**src/rtl/regfile_writeback.sv**
```systemverilog
// regfile_writeback: write-side front end of the register file; arbitrates ALU and buffered LSU results onto one write port
// Optional macro REGFILE_WB_BYPASS_EN adds a combinational read bypass from the registered write port.
// Ports:
//   clk, rst_n                    clock (rising edge), asynchronous active-low reset
//   alu_valid/alu_ready/alu_rd/alu_data   unbuffered ALU result channel
//   lsu_valid/lsu_ready/lsu_rd/lsu_data   load result channel, buffered in a FIFO
//   rf_we/rf_waddr/rf_wdata       registered register-file write port
//   fifo_count                    LSU FIFO occupancy
//   idle                          FIFO empty and no write in flight
//   byp_rs{1,2}_addr/_hit/_data   bypass lookup (REGFILE_WB_BYPASS_EN only)
module regfile_writeback #(
    parameter int XLEN           = 32,
    parameter int LSU_FIFO_DEPTH = 4,
    parameter int STARVE_LIMIT   = 3
) (
    input  logic                              clk,
    input  logic                              rst_n,
    input  logic                              alu_valid,
    output logic                              alu_ready,
    input  logic [4:0]                        alu_rd,
    input  logic [XLEN-1:0]                   alu_data,
    input  logic                              lsu_valid,
    output logic                              lsu_ready,
    input  logic [4:0]                        lsu_rd,
    input  logic [XLEN-1:0]                   lsu_data,
    output logic                              rf_we,
    output logic [4:0]                        rf_waddr,
    output logic [XLEN-1:0]                   rf_wdata,
    output logic [$clog2(LSU_FIFO_DEPTH):0]   fifo_count,
`ifdef REGFILE_WB_BYPASS_EN
    input  logic [4:0]                        byp_rs1_addr,
    input  logic [4:0]                        byp_rs2_addr,
    output logic                              byp_rs1_hit,
    output logic                              byp_rs2_hit,
    output logic [XLEN-1:0]                   byp_rs1_data,
    output logic [XLEN-1:0]                   byp_rs2_data,
`endif
    output logic                              idle
);

    localparam int PW = $clog2(LSU_FIFO_DEPTH);
    localparam int CW = PW + 1;
    localparam int SW = $clog2(STARVE_LIMIT + 1);
    localparam int EW = 5 + XLEN;

    logic [EW-1:0]   mem_q [LSU_FIFO_DEPTH];
    logic [PW-1:0]   wr_ptr_q, wr_ptr_d;
    logic [PW-1:0]   rd_ptr_q, rd_ptr_d;
    logic [CW-1:0]   count_q, count_d;
    logic [SW-1:0]   starve_q, starve_d;
    logic            rf_we_q, rf_we_d;
    logic [4:0]      rf_waddr_q, rf_waddr_d;
    logic [XLEN-1:0] rf_wdata_q, rf_wdata_d;

    logic            empty, full, force_lsu, alu_acc, pop, push, sel_valid;
    logic [EW-1:0]   head;
    logic [4:0]      sel_rd;
    logic [XLEN-1:0] sel_data;

    always_comb begin
        empty      = count_q == '0;
        full       = count_q == CW'(LSU_FIFO_DEPTH);
        // A starved, non-empty FIFO pre-empts the ALU for one cycle.
        force_lsu  = (starve_q == SW'(STARVE_LIMIT)) && !empty;
        alu_ready  = rst_n && !force_lsu;
        lsu_ready  = !full;
        alu_acc    = alu_valid && !force_lsu;
        pop        = !empty && (force_lsu || !alu_valid);
        // Fullness comes from the registered count only: a same-cycle pop never frees a slot.
        push       = lsu_valid && !full;
        head       = mem_q[rd_ptr_q];
        sel_valid  = pop || alu_acc;
        sel_rd     = pop ? head[EW-1 -: 5] : alu_rd;
        sel_data   = pop ? head[XLEN-1:0] : alu_data;
        // x0 results complete their handshake but never reach the register file.
        rf_we_d    = sel_valid && (sel_rd != 5'd0);
        rf_waddr_d = rf_we_d ? sel_rd : rf_waddr_q;
        rf_wdata_d = rf_we_d ? sel_data : rf_wdata_q;
        wr_ptr_d   = push ? wr_ptr_q + PW'(1) : wr_ptr_q;
        rd_ptr_d   = pop ? rd_ptr_q + PW'(1) : rd_ptr_q;
        count_d    = count_q + CW'(push) - CW'(pop);
        // A non-empty FIFO that was not popped lost to the ALU this cycle.
        starve_d   = (empty || pop) ? '0 :
                     (starve_q == SW'(STARVE_LIMIT)) ? starve_q : starve_q + SW'(1);
    end

    always_ff @(posedge clk or negedge rst_n) begin
        if (!rst_n) begin
            wr_ptr_q   <= '0;
            rd_ptr_q   <= '0;
            count_q    <= '0;
            starve_q   <= '0;
            rf_we_q    <= 1'b0;
            rf_waddr_q <= '0;
            rf_wdata_q <= '0;
        end else begin
            wr_ptr_q   <= wr_ptr_d;
            rd_ptr_q   <= rd_ptr_d;
            count_q    <= count_d;
            starve_q   <= starve_d;
            rf_we_q    <= rf_we_d;
            rf_waddr_q <= rf_waddr_d;
            rf_wdata_q <= rf_wdata_d;
        end
    end

    // Storage needs no reset: entries are only visible through the reset pointers.
    always_ff @(posedge clk) begin
        if (push)
            mem_q[wr_ptr_q] <= {lsu_rd, lsu_data};
    end

    assign rf_we      = rf_we_q;
    assign rf_waddr   = rf_waddr_q;
    assign rf_wdata   = rf_wdata_q;
    assign fifo_count = count_q;
    assign idle       = empty && !rf_we_q;

`ifdef REGFILE_WB_BYPASS_EN
    assign byp_rs1_hit  = rf_we_q && (rf_waddr_q == byp_rs1_addr) && (byp_rs1_addr != 5'd0);
    assign byp_rs2_hit  = rf_we_q && (rf_waddr_q == byp_rs2_addr) && (byp_rs2_addr != 5'd0);
    assign byp_rs1_data = byp_rs1_hit ? rf_wdata_q : '0;
    assign byp_rs2_data = byp_rs2_hit ? rf_wdata_q : '0;
`endif

endmodule

```
**config.mk**
```make
export PLATFORM = sky130hd
export DESIGN_NAME = regfile_writeback
export DESIGN_NICKNAME = d
export VERILOG_FILES = /design/src/rtl/regfile_writeback.sv
export SDC_FILE = /design/constraint.sdc
export NUM_CORES = 1
export LEC_CHECK = 0
export CAP_MARGIN = 40
export CORE_ASPECT_RATIO = 1.2
export CORE_MARGIN = 2
export CORE_UTILIZATION = 45
export DETAILED_ROUTE_END_ITERATION = 8
export PLACE_DENSITY = 0.69
export SYNTH_ARGS = -nofsm -noshare
export SYNTH_HDL_FRONTEND = slang
export SYNTH_SLANG_ARGS = --single-unit
```
**constraint.sdc**
```tcl
create_clock -name clk -period 3.3 [get_ports clk]
set_input_delay 0.66 -clock clk [delete_from_list [all_inputs] [get_ports clk]]
set_output_delay 0.66 -clock clk [all_outputs]
set_load 0.005 [all_outputs]
```
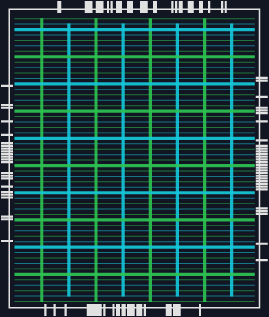
power_grid.png
(2 px per um) Pins as bars on the die edge.
cyan -> VDD
green -> VSS
met5 straps = 10
signal pins = 122

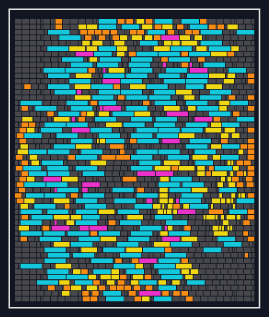
placement_by_type.png
(2 px per um) Fill, decap, tap and diode cells in gray.
cyan -> flops  # cells 195, share of their area 58%
yellow -> combinational and other logic  # cells 158, share of their area 22%
magenta -> clock drivers and dummy loads  # cells 32, share of their area 5.8%
orange -> other buffers and delay cells  # cells 132, share of their area 14%

==> flow_results.org <==
#+TITLE: Flow metrics

** Worst setup path
- Max incr delay on CP :: 490 ps
- Per the post-run analysis, buffers plus inverters along the critical path come to 1.
- Kind of start point of the critical path :: flop
- Looking at the critical path, the highest net fanout was 6.
- Endpoint class of the critical path :: output port
- The worst setup path is of the flop to output port kind.
- Per STA, the worst path is made up of or3_1, nand2_1, and2_1, clkdlybuf4s50_1.
- The largest individual stage delay along the critical path comes from the cell sky130_fd_sc_hd__clkdlybuf4s50_1.
- On the critical path the largest part of the delay comes from simple AND/OR/NAND/NOR gates.
- CP Data Arrival Time :: 2090 ps
- The data required time reported for the critical path is 2640 ps.

** Pwr
- Combinational power for this build is 2840 uW.
- Summed over all nets, the switching power comes to 2300 uW.
- The share of total power dissipated in combinational logic is 0.333.
- Summing internal, switching and leakage power gives 8540 uW.
- Clock network power consumption :: 1990 uW
- Leakage power :: 0.00360 uW
- P_int :: 6230 uW
- Of the total power, registers draw 0.435.
- Power per Cell Area :: 859 nW/um^2
- Per the power-grid run, VDD falls by no more than 0.518 mV.
- Net switching share of the total power :: 0.270
- Power dissipated in sequential cells :: 3710 uW
- The biggest slice of the total power is consumed by registers.
- Clock network fraction of total power :: 0.233

** Route
- Met2 layer wire length in the routed design :: 7870 um
- Final antenna-violating net count :: 0
- In the per-layer breakdown of the detailed-route log, met1 shows 6220 um.
- Per the detail_route report, vias per standard cell equal 5.27.
- The detailed router used layers up to and including met4.
- The detailed router reports a met3 wire length of 706 um.
- For this run, design rule violations remaining after detail routing come to 0.
- Starting DRT DRC Count :: 139
- The first TritonRoute pass finished after 5 iterations.

** Logic synthesis
- Post-synth tally of flip-flops with integrated enable :: 148
- By count the netlist is led by sky130_fd_sc_hd__edfxtp_1, sky130_fd_sc_hd__dfrtp_1, sky130_fd_sc_hd__mux2_2, sky130_fd_sc_hd__mux4_2, sky130_fd_sc_hd__mux2_4.
- Among the non-sequential cells, multiplexers take the most area.
- In this run, the synthesized area fraction spent on adder and majority cells is recorded as 0.0137.
- Share of synthesized area occupied by flip-flops and latches :: 0.718
- Most common cell in the synthesized netlist :: sky130_fd_sc_hd__edfxtp_1
- The synthesis report names the predominant flop master as sky130_fd_sc_hd__edfxtp_1.
- Post-Synth XOR/XNOR Area :: 0.00559
- The synthesis log from Yosys contains 0 warnings.
- Netlist Area Pre-Place :: 7830 um^2
- Ys flops :: 195
- Mux cell area share :: 0.222
- Cells after synthesis :: 368
- After synthesis, the chip area reported by Yosys is 7830 um^2.
- In the Yosys report the total cell count is 368.
- Fraction of synthesized cell area taken by the top area cell type :: 0.568
- Each instance of the synthesized netlist takes up on average 21.3 um^2.
- Net Count, Synth :: 454
- Distinct lib cells used :: 30
- Of the total synthesized cell area, the portion taken by AND-OR and OR-AND cells is 0.00831.
- The biggest area contributor in the post-synthesis netlist is sky130_fd_sc_hd__edfxtp_1.
- The main area contributors are sky130_fd_sc_hd__edfxtp_1, sky130_fd_sc_hd__dfrtp_1, sky130_fd_sc_hd__mux4_2, sky130_fd_sc_hd__mux2_2, sky130_fd_sc_hd__mux2_4.
- Per the synth stats, the proportion of register bits with asynchronous set or reset is 0.241.
- Simple-gate area share of the yosys netlist :: 0.0171

** Cells and area
- Per the layout area report, the register area comes to 5620 um^2.
- Synthesis-to-layout area growth :: 26.9%
- Register bank with the most flops :: mem_q
- Of the cells placed in the final design, the portion with a size suffix greater than 1 is 0.304.
- Utilization after layout :: 0.585
- Commonest non-fill, non-tap cells in the layout :: sky130_fd_sc_hd__edfxtp_1, sky130_fd_sc_hd__clkdlybuf4s50_1, sky130_fd_sc_hd__dfrtp_1
- Max reg flops :: 148
- For this run, the post-layout net count is 590.
- Per the layout report, the design carries 1255 filler cells.
- Dominant logic cell type in the layout :: sky130_fd_sc_hd__edfxtp_1
- Summing all multi-input logic gate instances after layout gives 2090 um^2.
- Summing all non-filler instances in the final layout gives an area of 9930 um^2.
- Fin cells :: 734

** STA
- Slew @ Worst Pin :: 680 ps
- The worst-case max-slew headroom was logged as 0.547.
- Derived from the worst setup path, the maximum achievable clock frequency is 0.364 GHz.
- Number of setup violations in the final report :: 0
- Setup TNS :: 0 ps
- The final hold violation count recorded for this run is 0.
- The clock arrives with 9.75 ps of skew.
- Max-slew check failures listed in the final report amount to 0.
- Unrepaired setup endpoints after global routing :: false
- Hold WS :: 378 ps
- Final critical-path share of the clock period :: 0.833
- The routed design could run at a clock period as short as 2750 ps.
- Smallest setup slack after layout :: 550 ps

** Clock network
- The number of hold buffers added after CTS was 0.
- TritonCTS built the clock tree.
- Number of buffers added by the clock tree synthesis step :: 17
- Clock tree synthesis found a total of 195 sinks.
- The H-tree was split into 4 levels.
- The cell sitting at the root of the clock tree is a sky130_fd_sc_hd__clkbuf_16.
- CTS resizes :: 0
- Buffers added to address setup during post-CTS repair amount to 0.
- Clk slew on worst S/H paths :: 70 ps
- As reported, the later end of the worst-skew pair has a clock insertion delay of 430 ps.
- The clock passes through at most 2 buffers.

** Floorplanning
- Area of the die :: 18500 um^2
- CORE AREA :: 17000 um^2
- IO Count :: 122
- Die Y-Extent :: 148 um
- For reference, the placement row count at floorplan is 52.
- Initial Utilization :: 0.461
- Die boundary width :: 124 um

** Placement
- Placed cell count :: 701
- RePlAce ended its routability-driven mode at a weighted congestion of 0.738.
- Detailed-placement wirelength estimate :: 9820 um
- The pre-CTS setup check shows a worst slack of 441 ps.
- Cell Area, Placed :: 9370 um^2
- Port buffering added 121 buffers.

** Global routing
- The initial antenna violation count was 1.
- Maximum number of pins on one net before global-route repair :: 48
- For this run the aggregate overflow at the end of global routing stands at 0.
- met2 track demand over resource after global routing is 0.300.
- The number of global-route vias before repair came to 4347.
- For this run, global-route usage on met3 was measured as 0.0381.
- Most used routing layer :: met2
- The first global-routing pass estimated 23800 um of wire.
- met1 track demand over resource after global routing is 0.207.

** Flow run
- OpenROAD emitted warnings numbering 29.
- Tally of max-capacitance violations :: 0

** Worst hold path
- The most critical min-delay path falls under input pin to asynchronous set/reset pin.

** Status
- The flow ran to the end, and the final reports show no timing, DRC or antenna violations.
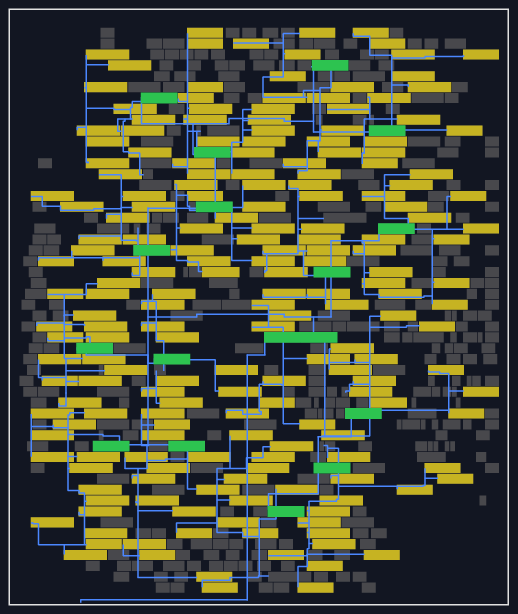
clk_routes.png
(4 px per um)
blue -> clock wires  # length 2130 um
yellow -> flip-flops  # count 195
green -> clock drivers  # count 17
routed clock nets = 18

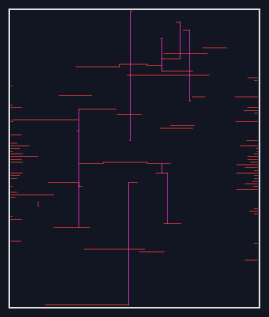
wires.png
(2 px per um) Two of the layers only.
magenta -> metal 4  # wire length 285 um
red -> metal 3  # wire length 707 um
total wirelength of the detailed-routed design: 15100 um
average routed wire per standard cell: 20.6 um
total via count after detailed routing: 3866
total global routing track utilization: 0.172

-- cell type report --
type	instances	share of cell area
Clock inverter	10	0.0110
Multi-Input combinational cell	150	0.211
Tap cell	216	0.0272
Sequential cell	195	0.566
Clock buffer	22	0.0457
Timing Repair Buffer	132	0.136
Antenna cell	1	0.000252
Inverter	8	0.00302
-- path summary, 6_finish.rpt --
kind                            slack [ps]       endpoint  depth (start not counted)           from
worst max-delay path                   550      alu_ready                          4  fifo_count[1]
min in group clk                       440    starve_q[0]                          1    starve_q[0]
max in group asynchronous             2430    rd_ptr_q[1]                          2          rst_n
worst max register to register         800   rf_wdata[30]                          5    rd_ptr_q[0]
worst min register to register         440    starve_q[0]                          1    starve_q[0]
worst min-delay path                   380  fifo_count[2]                          2          rst_n
Power and IR drop assume default switching activity.
